Run 1, M1 wires:
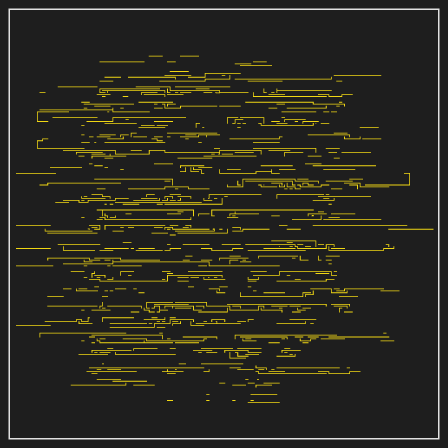
Run 1, cells coloured by class:
Fill, decap, tap and diode cells in grey.
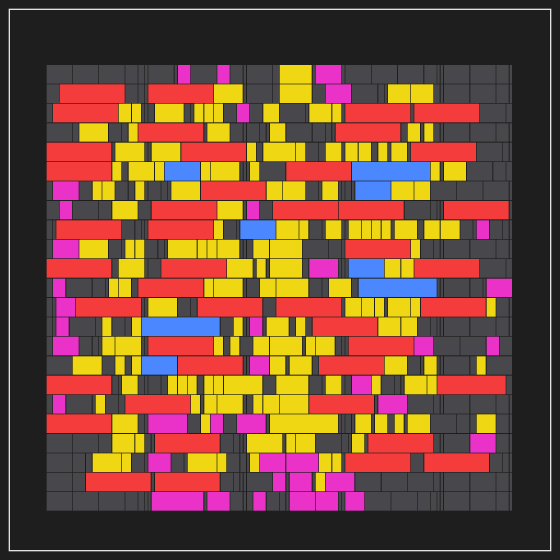
Run 1, clock network drawn from the DEF:
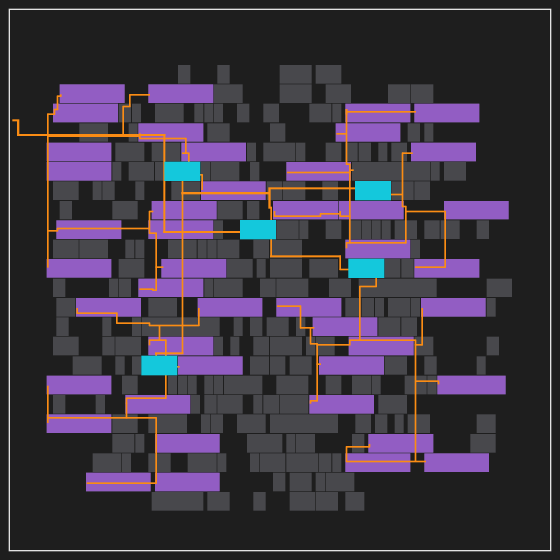
Run 1, routing congestion map:
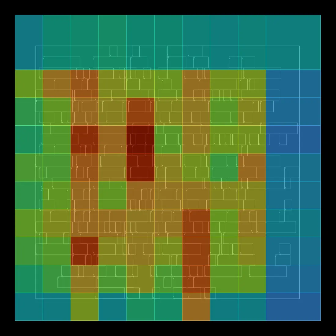
==> config.mk <==
export PLATFORM = sky130hd
export DESIGN_NAME = router_reg_flat
export DESIGN_NICKNAME = d
export VERILOG_FILES = /design/src/rtl/router_pkg.sv /design/src/rtl/router_reg_if.sv /design/src/rtl/router_parity_acc.sv /design/src/rtl/router_reg.sv /design/src/flat_wrapper.sv
export SDC_FILE = /design/constraint.sdc
export NUM_CORES = 1
export LEC_CHECK = 0
export CAP_MARGIN = 20
export CORE_MARGIN = 5
export CORE_UTILIZATION = 49
export DETAILED_ROUTE_END_ITERATION = 16
export GPL_TIMING_DRIVEN = 0
export HOLD_SLACK_MARGIN = 0.03
export PLACE_DENSITY = 0.75
export SETUP_SLACK_MARGIN = 0.05
export SYNTH_ARGS = -nofsm -noshare
export SYNTH_HDL_FRONTEND = slang
export SYNTH_SLANG_ARGS = --single-unit
==> constraint.sdc <==
create_clock -name clock -period 1.3 [get_ports clock]
set_input_delay 0.325 -clock clock [delete_from_list [all_inputs] [get_ports clock]]
set_output_delay 0.325 -clock clock [all_outputs]
set_load 0.03 [all_outputs]
==> results.ini, run 1 <==
[final_timing]
hold_viol=0
setup_viol=0
max_slew_margin_pct=38.5
hold_slack_ns=0.376
fin_ws_ns=0.0723
tns_ns=0
period_used_pct=94.4
fin_worst_skew_ns=0.00206
slew_violations=0
fin_crit_ns=1.23

[worst_setup_path]
r2r_setup_slack_ns=0.18
crit_path_top_delay_cell=dfrtp_1
worstRegToRegCells=4
max_stage_delay_ns=0.44
worstPathArrival_ns=0.90
crit_fanout=3
cp-start-kind=register
cp.depth=1
cp_data_required_time_ns=0.98
cp-end-kind=output pin

[synthesis]
synthCells=207
yosys_warnings=0
top_cell=dfrtp_1
ys_cells=207
synth_top_cell_by_area=dfrtp_1
yosysSeqAreaShare_pct=52.2
synth-edff-count=0
synth.net_count=225
synth_top_area_share_pct=52.2
ys_dominant_reg_cell=dfrtp_1
area_leaders=dfrtp_1 52%, mux2_2 7.5%, nor2_1 6.2%
async_flop_share_pct=100

[route]
firstDrtPassIters=4
wl_met1_um=2070
drc_errors=0
routed.top_layer=met4
routed-wl-met3_um=162
vias_per_cell=5.28
detail_route.iter0.violations=119
dr_wl_met2_um=2280

[place]
port_buffers=26
pre_cts_ws_ns=-0.636
place_hpwl_um=3100
placed_cell_area_um2=2450
place_congestion=0.773

[cells_and_area]
largest_class=sequential cells
buf_share_pct=12.1
regArea_um2=1100
layout.comb_gates.multi_input=143
syn_to_final_growth_pct=27.1
fill_cells=331
nonClockInverterCount=11
comb_area_um2=988
diodes=0
drive_gt1_share_pct=26.9
final_cell_mix=43 x dfrtp_1, 34 x nor2_1, 18 x nand2_1
nNetsFinal=262
ff_count=44

[global_routing]
overflow=0
grt_pass1_vias=1579
grt_max_degree=45
grt_pass1_wl_um=7800
antenna_found_initial=0

[floorplan]
die_h_um=75.6
well_tap_count=50
die-width_um=75.6

[pwr]
vdd_drop_max_v=0.000818
power_density_nw_per_um2=1440
leakage_uw=0.00121

[job]
warnings=28
cap_viol_max_count=0

[clocking]
numCtsBuffers=5
path_clk_slew_ns=0.08
cts_tree=done
htreeDepth=2

[worst_hold_path]
whs_path_depth=3

[status]
outcome=finished, final reports clean

Notes on 'M1 wires' above:
- share of all routed wire: 46%
- main direction: horizontal
- longest straight run: 20.2 um
- wire length on this layer: 2,070 um
WL final: 4550 um
via count: 1,559
grt met1 use: 24.2%

Notes on 'cells coloured by class' above:
- registers: red (cells 44)
- remaining buffers and delay cells: magenta (cells 39)
- clock drivers and dummy loads: blue (cells 8)
- remaining logic cells: yellow (cells 154)
std cell rows: 23
Final Util: 65.6%
sequential share of cell area: 41.1%

Notes on 'clock network drawn from the DEF' above:
- clock-net drivers: cyan (count 5)
- clock wires: orange (length 503 um)
- flip-flops: purple (count 44)
- flops lie: all over the die
- routed clock nets: 6
Clk pwr share: 36.8%
Clock Power: 1420 uW
worst skew pair latency: 0.29 ns

Notes on 'routing congestion map' above:
GRT met2 Usage: 29.2%
wire per inst: 15.4 um
met3 GRT Util: 4.88%
gr usage total: 18.1%
GR peak layer: met2

[run 1: stage by stage]
stage          std cells  total power [uW]
6_report             295              3870
5_1_grt              295              4060
4_1_cts              295              3880
3_5_place_dp         283              2460
3_3_place_gp         283              2440
2_1_floorplan        207              2200
[run 1: logic make-up after synthesis]
kind of cell	share of synthesized area, %
AND/OR/NAND/NOR	15.9
buffers and inverters	4.62
XOR/XNOR	6.64
flip-flops	52.2
AND-OR/OR-AND	13.2
multiplexers	7.47
[run 1: what timing repair did]
item	CTS	global route
endpoints found under the setup margin	52	23
pin swaps	13	7
gates resized	82	8
buffers inserted	4	0
[run 1: where the power goes]
part           leakage [uW]  internal (uW)  switching [uW]  total [uW]
combinational      0.000591            355             421         776
clock             0.0000784            961             464        1420
sequential         0.000544           1550             117        1670
Run 1, port wiring:
The bar under the picture is 20 um long.
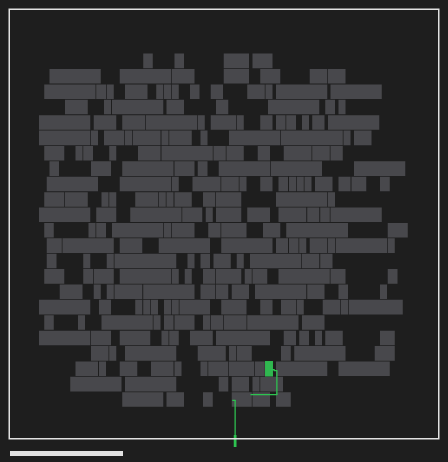

==> run 2, diff against run 1 <==
--- a/config.mk
+++ b/config.mk
@@ -15,4 +15,5 @@
 export SETUP_SLACK_MARGIN = 0.05
 export SYNTH_ARGS = -nofsm -noshare
 export SYNTH_HDL_FRONTEND = slang
+export SYNTH_HIERARCHICAL = 1
 export SYNTH_SLANG_ARGS = --single-unit
Run 2, port wiring:
The bar under the picture is 20 um long.
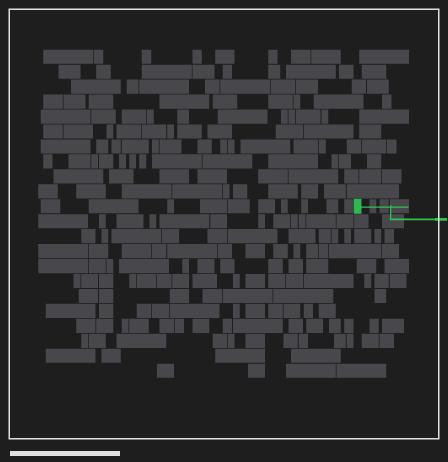
- `bus_rst_int_reg`: green (direction input; end cells 1; buffers 1; wire 19.9 um)
Top Ports: 29
Port Buf Inserts: 28

Run 2, M1 wires:
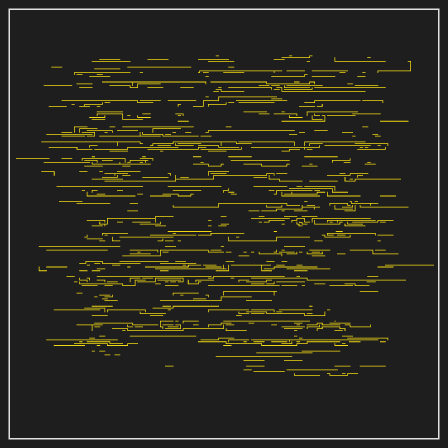
- longest straight run: 23.0 um
- main direction: horizontal
grt met1 use: 23.1%
via count: 1,647
WL final: 4750 um

Run 2, routing congestion map:
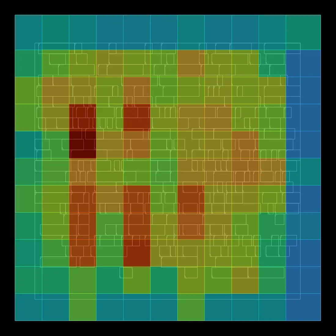
Final Util: 62.6%
met3 GRT Util: 4.75%
gr usage total: 17.1%

==> run 2 against run 1 <==
  * Area after synthesis rose by 6.9%
  * Clock power is 28% lower
  * Final cell count is 1.0% lower
  * Highest routed layer unchanged
  * Global-route usage is 1.1 points lower
==> results.ini, run 2 <==
[clocking]
htreeDepth=2
post_cts_buffers=4
clock_latency_ns=0.29
path_clk_slew_ns=0.08
cts_resized=87

[final_timing]
fin_crit_ns=1.25
hold_viol=0
hold_slack_ns=0.329
fin_ws_ns=0.0547
max_slew_margin_pct=52.7

[synthesis]
synthXorXnorAreaFrac_pct=3.10
synth_top_cell_by_area=dfrtp_1
logic_family=simple AND/OR/NAND/NOR gates
ys_dominant_reg_cell=dfrtp_1
muxShareOfSynthArea_pct=11.5
yosys_warnings=6
yosysSeqAreaShare_pct=48.8
synth.net_count=218
synth_top_area_share_pct=48.8
ys_sh_simple_pct=18.7
synth-edff-count=0

[worst_setup_path]
crit_fanout=8
max_stage_delay_ns=0.37
cp-start-kind=register
crit_path_top_delay_cell=dfrtp_2
cp.depth=7
worstPathArrival_ns=1.43

[floorplan]
die-width_um=77.9
rows=24

[cells_and_area]
diodes=0
fill_cells=368
syn_to_final_growth_pct=22.4
regArea_um2=1100

[route]
dr_wl_met2_um=2270
vias_per_cell=5.64
drc_errors=0
detail_route.iter0.violations=106
routedWlPerCell_um=16.3
wl_met1_um=2210

[global_routing]
grt_max_degree=27
overflow=0
grt_busiest_layer=met2
grt_pass1_wl_um=8310

[status]
outcome=finished, final reports clean

[pwr]
top_power_group=sequential cells
powerClk_uw=1020
p_comb_uw=790
pwr-share-clk_pct=29.5
switching_share_pct=28.1

[place]
pre_cts_ws_ns=-0.833

[job]
cap_viol_max_count=0

==> run 2: netlist changes by cell type in the layout (fill, tap and decap cells not counted), sizes merged, moves of 9 or more <==
cell	previous run	this run
nand2b	17	1
nor2	35	22
xnor2	13	1
nor3	0	9
==> run 2: layout make-up <==
type | instances | area share [%]
multi-input cells | 142 | 40.6
flip-flops and latches | 44 | 39.9
repair buffers | 32 | 9.19
plain buffers | 10 | 3.31
clock buffers | 6 | 2.63
well taps | 52 | 2.36
clock inverters | 2 | 1.27
inverters | 4 | 0.679
==> run 2: cells by family (layout without fill, tap and decap cells) <==
kind of cell	count (synthesis)	after routing
buffers and inverters	14	54
multiplexers	22	22
flip-flops	44	44
AND/OR/NAND/NOR	80	80
XOR/XNOR	8	8
AND-OR/OR-AND	32	32
Power is estimated from default activity; no workload was simulated.
